[src/rtl/sim_host_pkg.sv]
`default_nettype none
// ============================================================================
// Module      : sim_host_pkg
// Description : Shared definitions for the simulation host block: register
//               byte offsets, control FSM state encoding and STATUS bit
//               positions.
// Revision    : 1.0 - initial release
// ============================================================================
package sim_host_pkg;

    // Register byte offsets
    localparam logic [7:0] OFS_CONSOLE  = 8'h00;
    localparam logic [7:0] OFS_STATUS   = 8'h04;
    localparam logic [7:0] OFS_TOHOST   = 8'h08;
    localparam logic [7:0] OFS_CYCLE_LO = 8'h0C;
    localparam logic [7:0] OFS_CYCLE_HI = 8'h10;

    // STATUS register bit positions
    localparam int STATUS_FULL_BIT   = 0;
    localparam int STATUS_EMPTY_BIT  = 1;
    localparam int STATUS_FINISH_BIT = 2;

    // Control FSM state encoding
    localparam logic [0:0] ST_IDLE_ENC = 1'b0;
    localparam logic [0:0] ST_RSP_ENC  = 1'b1;

    typedef enum logic [0:0] {
        ST_IDLE = ST_IDLE_ENC,
        ST_RSP  = ST_RSP_ENC
    } state_e;

endpackage : sim_host_pkg
`default_nettype wire

[src/rtl/sim_host_fifo.sv]
`default_nettype none
// ============================================================================
// Module      : sim_host_fifo
// Description : Synchronous FIFO with wrap-bit pointers. A push while full is
//               accepted only when a pop happens in the same cycle. The head
//               output reads as zero while the FIFO is empty.
// Ports       : clk, rst_n        - clock, async active-low reset
//               push_i/push_data_i - write strobe and data
//               pop_i              - remove head (ignored while empty)
//               pop_data_o         - current head
//               full_o/empty_o     - status flags
//               count_o            - occupancy, 0..DEPTH
// Revision    : 1.0 - initial release
// ============================================================================
module sim_host_fifo #(
    parameter int WIDTH = 8,
    parameter int DEPTH = 8
) (
    input  logic                     clk,
    input  logic                     rst_n,
    input  logic                     push_i,
    input  logic [WIDTH-1:0]         push_data_i,
    input  logic                     pop_i,
    output logic [WIDTH-1:0]         pop_data_o,
    output logic                     full_o,
    output logic                     empty_o,
    output logic [$clog2(DEPTH):0]   count_o
);

    localparam int AW = $clog2(DEPTH);

    logic [WIDTH-1:0] mem_q [DEPTH];
    logic [AW:0]      wptr_q;
    logic [AW:0]      rptr_q;
    logic             w_full;
    logic             w_empty;
    logic             w_do_push;
    logic             w_do_pop;

    // Same index with differing wrap bits means the writer is a lap ahead.
    assign w_empty = (wptr_q == rptr_q);
    assign w_full  = (wptr_q[AW] != rptr_q[AW]) &&
                     (wptr_q[AW-1:0] == rptr_q[AW-1:0]);

    assign w_do_pop  = pop_i && !w_empty;
    assign w_do_push = push_i && (!w_full || w_do_pop);

    always_ff @(posedge clk or negedge rst_n) begin
        if (!rst_n) begin
            wptr_q <= '0;
            rptr_q <= '0;
        end else begin
            if (w_do_push) wptr_q <= wptr_q + 1'b1;
            if (w_do_pop)  rptr_q <= rptr_q + 1'b1;
        end
    end

    // Storage carries no reset; the head is masked while empty instead.
    always_ff @(posedge clk) begin
        if (w_do_push) mem_q[wptr_q[AW-1:0]] <= push_data_i;
    end

    assign pop_data_o = w_empty ? '0 : mem_q[rptr_q[AW-1:0]];
    assign full_o     = w_full;
    assign empty_o    = w_empty;
    assign count_o    = wptr_q - rptr_q;

endmodule : sim_host_fifo
`default_nettype wire

[src/rtl/sim_host.sv]
`default_nettype none
// ============================================================================
// Module      : sim_host
// Description : Memory-mapped simulation host. Provides a console byte
//               stream, a sticky program-done flag with exit code and an
//               optional 64-bit cycle counter with coherent hi/lo reads.
//               One request outstanding; response one cycle after accept.
// Config      : define SIM_HOST_CYCLE_CNT_EN to include the cycle counter
//               and offsets 0x0C/0x10 (otherwise they decode as unmapped).
// Ports       : clk, rst_n                       - clock, async low reset
//               req_vld/req_rdy, req_addr, req_wr,
//               req_wdata, req_wstrb            - request channel
//               rsp_vld/rsp_rdy, rsp_rdata,
//               rsp_err                         - response channel
//               con_vld/con_rdy, con_data       - console byte stream
//               finish, exit_code               - program termination
// Revision    : 1.0 - initial release
// ============================================================================
module sim_host
    import sim_host_pkg::*;
#(
    parameter int FIFO_DEPTH = 8,
    parameter int OFS_W      = 5
) (
    input  logic        clk,
    input  logic        rst_n,
    input  logic        req_vld,
    output logic        req_rdy,
    input  logic [31:0] req_addr,
    input  logic        req_wr,
    input  logic [31:0] req_wdata,
    input  logic [3:0]  req_wstrb,
    output logic        rsp_vld,
    input  logic        rsp_rdy,
    output logic [31:0] rsp_rdata,
    output logic        rsp_err,
    output logic        con_vld,
    input  logic        con_rdy,
    output logic [7:0]  con_data,
    output logic        finish,
    output logic [30:0] exit_code
);

    localparam int CW = $clog2(FIFO_DEPTH);
    localparam int WW = OFS_W - 2;

    // Word indices of the register map at the decoded width
    localparam logic [WW-1:0] C_W_CONSOLE  = WW'(OFS_CONSOLE  >> 2);
    localparam logic [WW-1:0] C_W_STATUS   = WW'(OFS_STATUS   >> 2);
    localparam logic [WW-1:0] C_W_TOHOST   = WW'(OFS_TOHOST   >> 2);
`ifdef SIM_HOST_CYCLE_CNT_EN
    localparam logic [WW-1:0] C_W_CYCLE_LO = WW'(OFS_CYCLE_LO >> 2);
    localparam logic [WW-1:0] C_W_CYCLE_HI = WW'(OFS_CYCLE_HI >> 2);
`endif

    state_e        state_q;
    state_e        state_d;
    logic [31:0]   rsp_rdata_q;
    logic          rsp_err_q;
    logic          finish_q;
    logic [30:0]   exit_code_q;

    logic [WW-1:0] w_word;
    logic          w_req_fire;
    logic          w_is_console;
    logic          w_is_tohost;
    logic          w_con_push;
    logic          w_tohost_set;
    logic [31:0]   w_rdata;
    logic          w_err;

    logic          w_fifo_full;
    logic          w_fifo_empty;
    logic [CW:0]   w_fifo_count;
    logic [7:0]    w_fifo_head;

`ifdef SIM_HOST_CYCLE_CNT_EN
    logic [63:0]   cycle_q;
    logic [31:0]   snap_q;
    logic          w_is_cyc_lo;
`endif

    // Address bits outside the decoded window and the upper strobes are
    // deliberately ignored.
    logic          w_unused;
    assign w_unused = ^{req_addr[31:OFS_W], req_addr[1:0], req_wstrb[3:1]};

    assign w_word = req_addr[OFS_W-1:2];

    // ------------------------------------------------------------------
    // Address decode and read-data mux (evaluated at accept time)
    // ------------------------------------------------------------------
    always_comb begin
        w_rdata      = '0;
        w_err        = 1'b0;
        w_is_console = 1'b0;
        w_is_tohost  = 1'b0;
`ifdef SIM_HOST_CYCLE_CNT_EN
        w_is_cyc_lo  = 1'b0;
`endif
        if (w_word == C_W_CONSOLE) begin
            w_is_console = 1'b1;
            w_rdata      = 32'(w_fifo_count);
        end else if (w_word == C_W_STATUS) begin
            w_rdata[STATUS_FULL_BIT]   = w_fifo_full;
            w_rdata[STATUS_EMPTY_BIT]  = w_fifo_empty;
            w_rdata[STATUS_FINISH_BIT] = finish_q;
        end else if (w_word == C_W_TOHOST) begin
            w_is_tohost = 1'b1;
            w_rdata     = {exit_code_q, finish_q};
`ifdef SIM_HOST_CYCLE_CNT_EN
        end else if (w_word == C_W_CYCLE_LO) begin
            w_is_cyc_lo = 1'b1;
            w_rdata     = cycle_q[31:0];
        end else if (w_word == C_W_CYCLE_HI) begin
            w_rdata     = snap_q;
`endif
        end else begin
            w_err = 1'b1;
        end
        if (req_wr) w_rdata = '0;
    end

    // Back-pressure only for an effective console write into a full FIFO;
    // rst_n gating keeps req_rdy low for the whole reset interval.
    assign req_rdy = rst_n && (state_q == ST_IDLE) &&
                     !(req_vld && req_wr && req_wstrb[0] && w_is_console &&
                       w_fifo_full);

    assign w_req_fire   = req_vld && req_rdy;
    assign w_con_push   = w_req_fire && req_wr && req_wstrb[0] && w_is_console;
    // Only the first terminating write is latched.
    assign w_tohost_set = w_req_fire && req_wr && req_wstrb[0] && w_is_tohost &&
                          req_wdata[0] && !finish_q;

    // ------------------------------------------------------------------
    // Control FSM
    // ------------------------------------------------------------------
    always_comb begin
        state_d = state_q;
        case (state_q)
            ST_IDLE: if (w_req_fire) state_d = ST_RSP;
            ST_RSP:  if (rsp_rdy)    state_d = ST_IDLE;
            default: state_d = ST_IDLE;
        endcase
    end

    always_ff @(posedge clk or negedge rst_n) begin
        if (!rst_n) begin
            state_q     <= ST_IDLE;
            rsp_rdata_q <= '0;
            rsp_err_q   <= 1'b0;
            finish_q    <= 1'b0;
            exit_code_q <= '0;
        end else begin
            state_q <= state_d;
            // Response registers only load on accept, so they stay stable
            // for as long as the response is stalled.
            if (w_req_fire) begin
                rsp_rdata_q <= w_rdata;
                rsp_err_q   <= w_err;
            end
            if (w_tohost_set) begin
                finish_q    <= 1'b1;
                exit_code_q <= req_wdata[31:1];
            end
        end
    end

`ifdef SIM_HOST_CYCLE_CNT_EN
    // ------------------------------------------------------------------
    // Free-running cycle counter; reading LO captures HI for a coherent pair
    // ------------------------------------------------------------------
    always_ff @(posedge clk or negedge rst_n) begin
        if (!rst_n) begin
            cycle_q <= '0;
            snap_q  <= '0;
        end else begin
            cycle_q <= cycle_q + 64'd1;
            if (w_req_fire && !req_wr && w_is_cyc_lo) snap_q <= cycle_q[63:32];
        end
    end
`endif

    // ------------------------------------------------------------------
    // Console FIFO
    // ------------------------------------------------------------------
    sim_host_fifo #(
        .WIDTH (8),
        .DEPTH (FIFO_DEPTH)
    ) u_fifo (
        .clk         (clk),
        .rst_n       (rst_n),
        .push_i      (w_con_push),
        .push_data_i (req_wdata[7:0]),
        .pop_i       (con_rdy),
        .pop_data_o  (w_fifo_head),
        .full_o      (w_fifo_full),
        .empty_o     (w_fifo_empty),
        .count_o     (w_fifo_count)
    );

    assign rsp_vld   = (state_q == ST_RSP);
    assign rsp_rdata = rsp_rdata_q;
    assign rsp_err   = rsp_err_q;
    assign con_vld   = !w_fifo_empty;
    assign con_data  = w_fifo_head;
    assign finish    = finish_q;
    assign exit_code = exit_code_q;

endmodule : sim_host
`default_nettype wire
[config.mk]
export PLATFORM = sky130hd
export DESIGN_NAME = sim_host
export DESIGN_NICKNAME = d
export VERILOG_FILES = /design/src/rtl/sim_host_pkg.sv /design/src/rtl/sim_host_fifo.sv /design/src/rtl/sim_host.sv
export SDC_FILE = /design/constraint.sdc
export NUM_CORES = 1
export LEC_CHECK = 0
export CAP_MARGIN = 20
export CORE_MARGIN = 2
export CORE_UTILIZATION = 49
export CTS_CLUSTER_SIZE = 28
export DETAILED_ROUTE_END_ITERATION = 12
export GPL_TIMING_DRIVEN = 0
export PLACE_DENSITY_LB_ADDON = 0.2
export SETUP_SLACK_MARGIN = 0.4
export SYNTH_ARGS = -nofsm -noshare
export SYNTH_HDL_FRONTEND = slang
export SYNTH_SLANG_ARGS = --single-unit
[constraint.sdc]
create_clock -name clk -period 3.6 [get_ports clk]
set_input_delay 1.08 -clock clk [delete_from_list [all_inputs] [get_ports clk]]
set_output_delay 1.08 -clock clk [all_outputs]
set_load 0.01 [all_outputs]
==> images/registers.png <==
Drawn at 3 px/um. Other sequential cells in the stronger grey, the rest of the logic in the fainter grey.
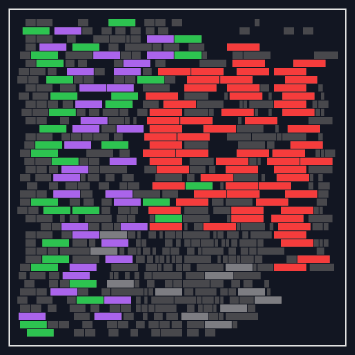
- red: `u_fifo.mem_q` (flops 64)
- purple: `rsp_rdata` (flops 32; where a vertical strip on the left)
- green: `exit_code` (flops 31)
- not coloured: 11

==> images/met3.png <==
Drawn at 2 px/um. Cells faint in the background.
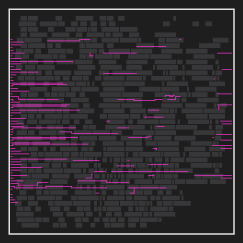
- share of all routed wire: 7.9%
- main direction: horizontal
- longest straight run: 38.2 um
- wire length on this layer: 1030 um

==> images/drive_strength.png <==
Drawn at 3 px/um.
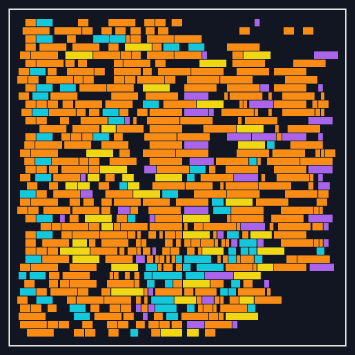
- cyan: drive 3 to 4 (cells 64)
- purple: drive 2 (cells 47)
- yellow: drive 6 and up (cells 39)
- orange: drive 1 or less (cells 367)

==> impl_metrics.csv <==
group,metric,value,unit
min_path,hold_end,"rsp_rdata[16]",
synth,ys_sh_adder,1.45,%
detailed_routing,top_layer_used,"met4",
die,die_h,112,um
clock_tree,cts_root_buf,"clkbuf_16",
global_routing,antenna_found_initial,0,
synth,synth_area_per_cell,16.5,sq um
die,chipWidth,112,um
layout,syn2layout_area_growth,40.8,%
synth,netlist_area,0.00568,sq mm
pwr,total_power,4910,uW
detailed_routing,ant_nets,0,
worst_setup_path,startpoint,"u_fifo.rptr_q[1]",
global_routing,grt-busiest-layer,"met2",
sta,hold_viol_final,0,
run,warnings,60,
worst_setup_path,cp_top_family,"buffers and inverters",
detailed_routing,dr.pass1.iters,4,
pwr,combPwrFrac,28.4,%
detailed_routing,drt-met1-wl,5390,um
worst_setup_path,cp.arrival,2.07,ns
synth,area_leaders,"edfxtp_1 34%, dfrtp_1 33%, mux2_4 7.7%",
sta,setup_ws,0.448,ns
detailed_routing,wl_per_cell,19.9,um
worst_setup_path,end_kind,"output port",
place,dp.cells,605,
pwr,pg_seq,1800,uW
layout,inverters,10,
synth,ys_seq_share,66.4,%
synth,syn_inst,344,
pwr,comb_power,1390,uW
layout,nFillCells,763,
synth,top_logic_kind,"multiplexers",
global_routing,grt_pass1_vias,3768,
synth,ys_area,0.00568,sq mm
status,outcome,"finished clean",
pwr,p_sw,1340,uW
layout,clkbuf_count,25,
pwr,switching_share,27.4,%
detailed_routing,dr_wl_met3,1030,um
sta,worst_pin_slew,0.780,ns
worst_setup_path,crit-reg2reg-capture,"u_fifo.mem_q[2][0]",
synth,ys_sh_mux,15.0,%
pwr,p_seq_share,36.6,%
pwr,leakage,0.00335,uW
worst_setup_path,worstPathRequired,2.52,ns
worst_setup_path,r2r_setup_slack,0.70,ns
detailed_routing,drt_wl_total,13100,um
detailed_routing,vias_per_cell,5.40,
pwr,intPower,3570,uW
worst_setup_path,crit_path_top_delay_cell,"dfrtp_1",
worst_setup_path,crit_buf_inv,5,
die,fp_util,50.0,%
sta,relSlewSlack,47.8,%
clock_tree,clockBufferDepth,2,
worst_setup_path,crit_type,"reg2out",
worst_setup_path,worstPathCellList,"clkbuf_8 -> clkbuf_16 -> inv_4 -> ha_4 -> nand3_4 -> buf_6 -> nor4_4 -> nor2_1 -> buf_2",
worst_setup_path,startpoint_type,"flop",
layout,drive_above_1_share,29.0,%
detailed_routing,vias,3565,
clock_tree,h-tree-depth,4,
synth,edf_count,64,
pwr,p_clk_share,35.0,%
worst_setup_path,reg2reg_depth,8,
min_path,min_from,"rsp_rdata[16]",
layout,final_cells,660,
die,ioPinCount,150,
layout,largest_cell_class,"flip-flops and latches",
clock_tree,cts_buffers,17,
layout,nMultiInputCombCells,179,
sta,finalCriticalPeriod,3.15,ns
==> images/final_placement.png <==
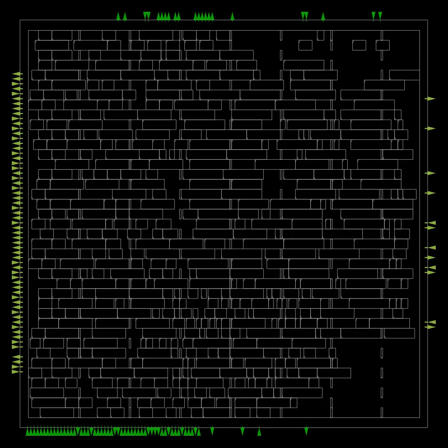
Tapcells: 143
Seq area share: 47.2%
Core Util, Final: 70.4%
row cnt: 39
FFs & Latches: 138

==> images/cell_classes.png <==
Drawn at 4 px/um.
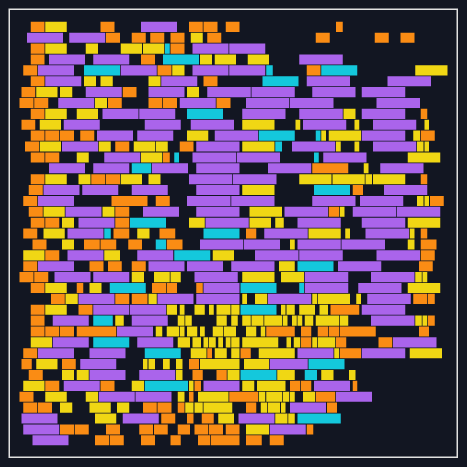
- orange: other buffers and delay cells (cells 158; share of their area 20%)
- cyan: clock drivers and dummy loads (cells 32; share of their area 7.5%)
- purple: flops (cells 138; share of their area 48%)
- yellow: all other logic (cells 189; share of their area 24%)

Power and IR drop assume default switching activity.
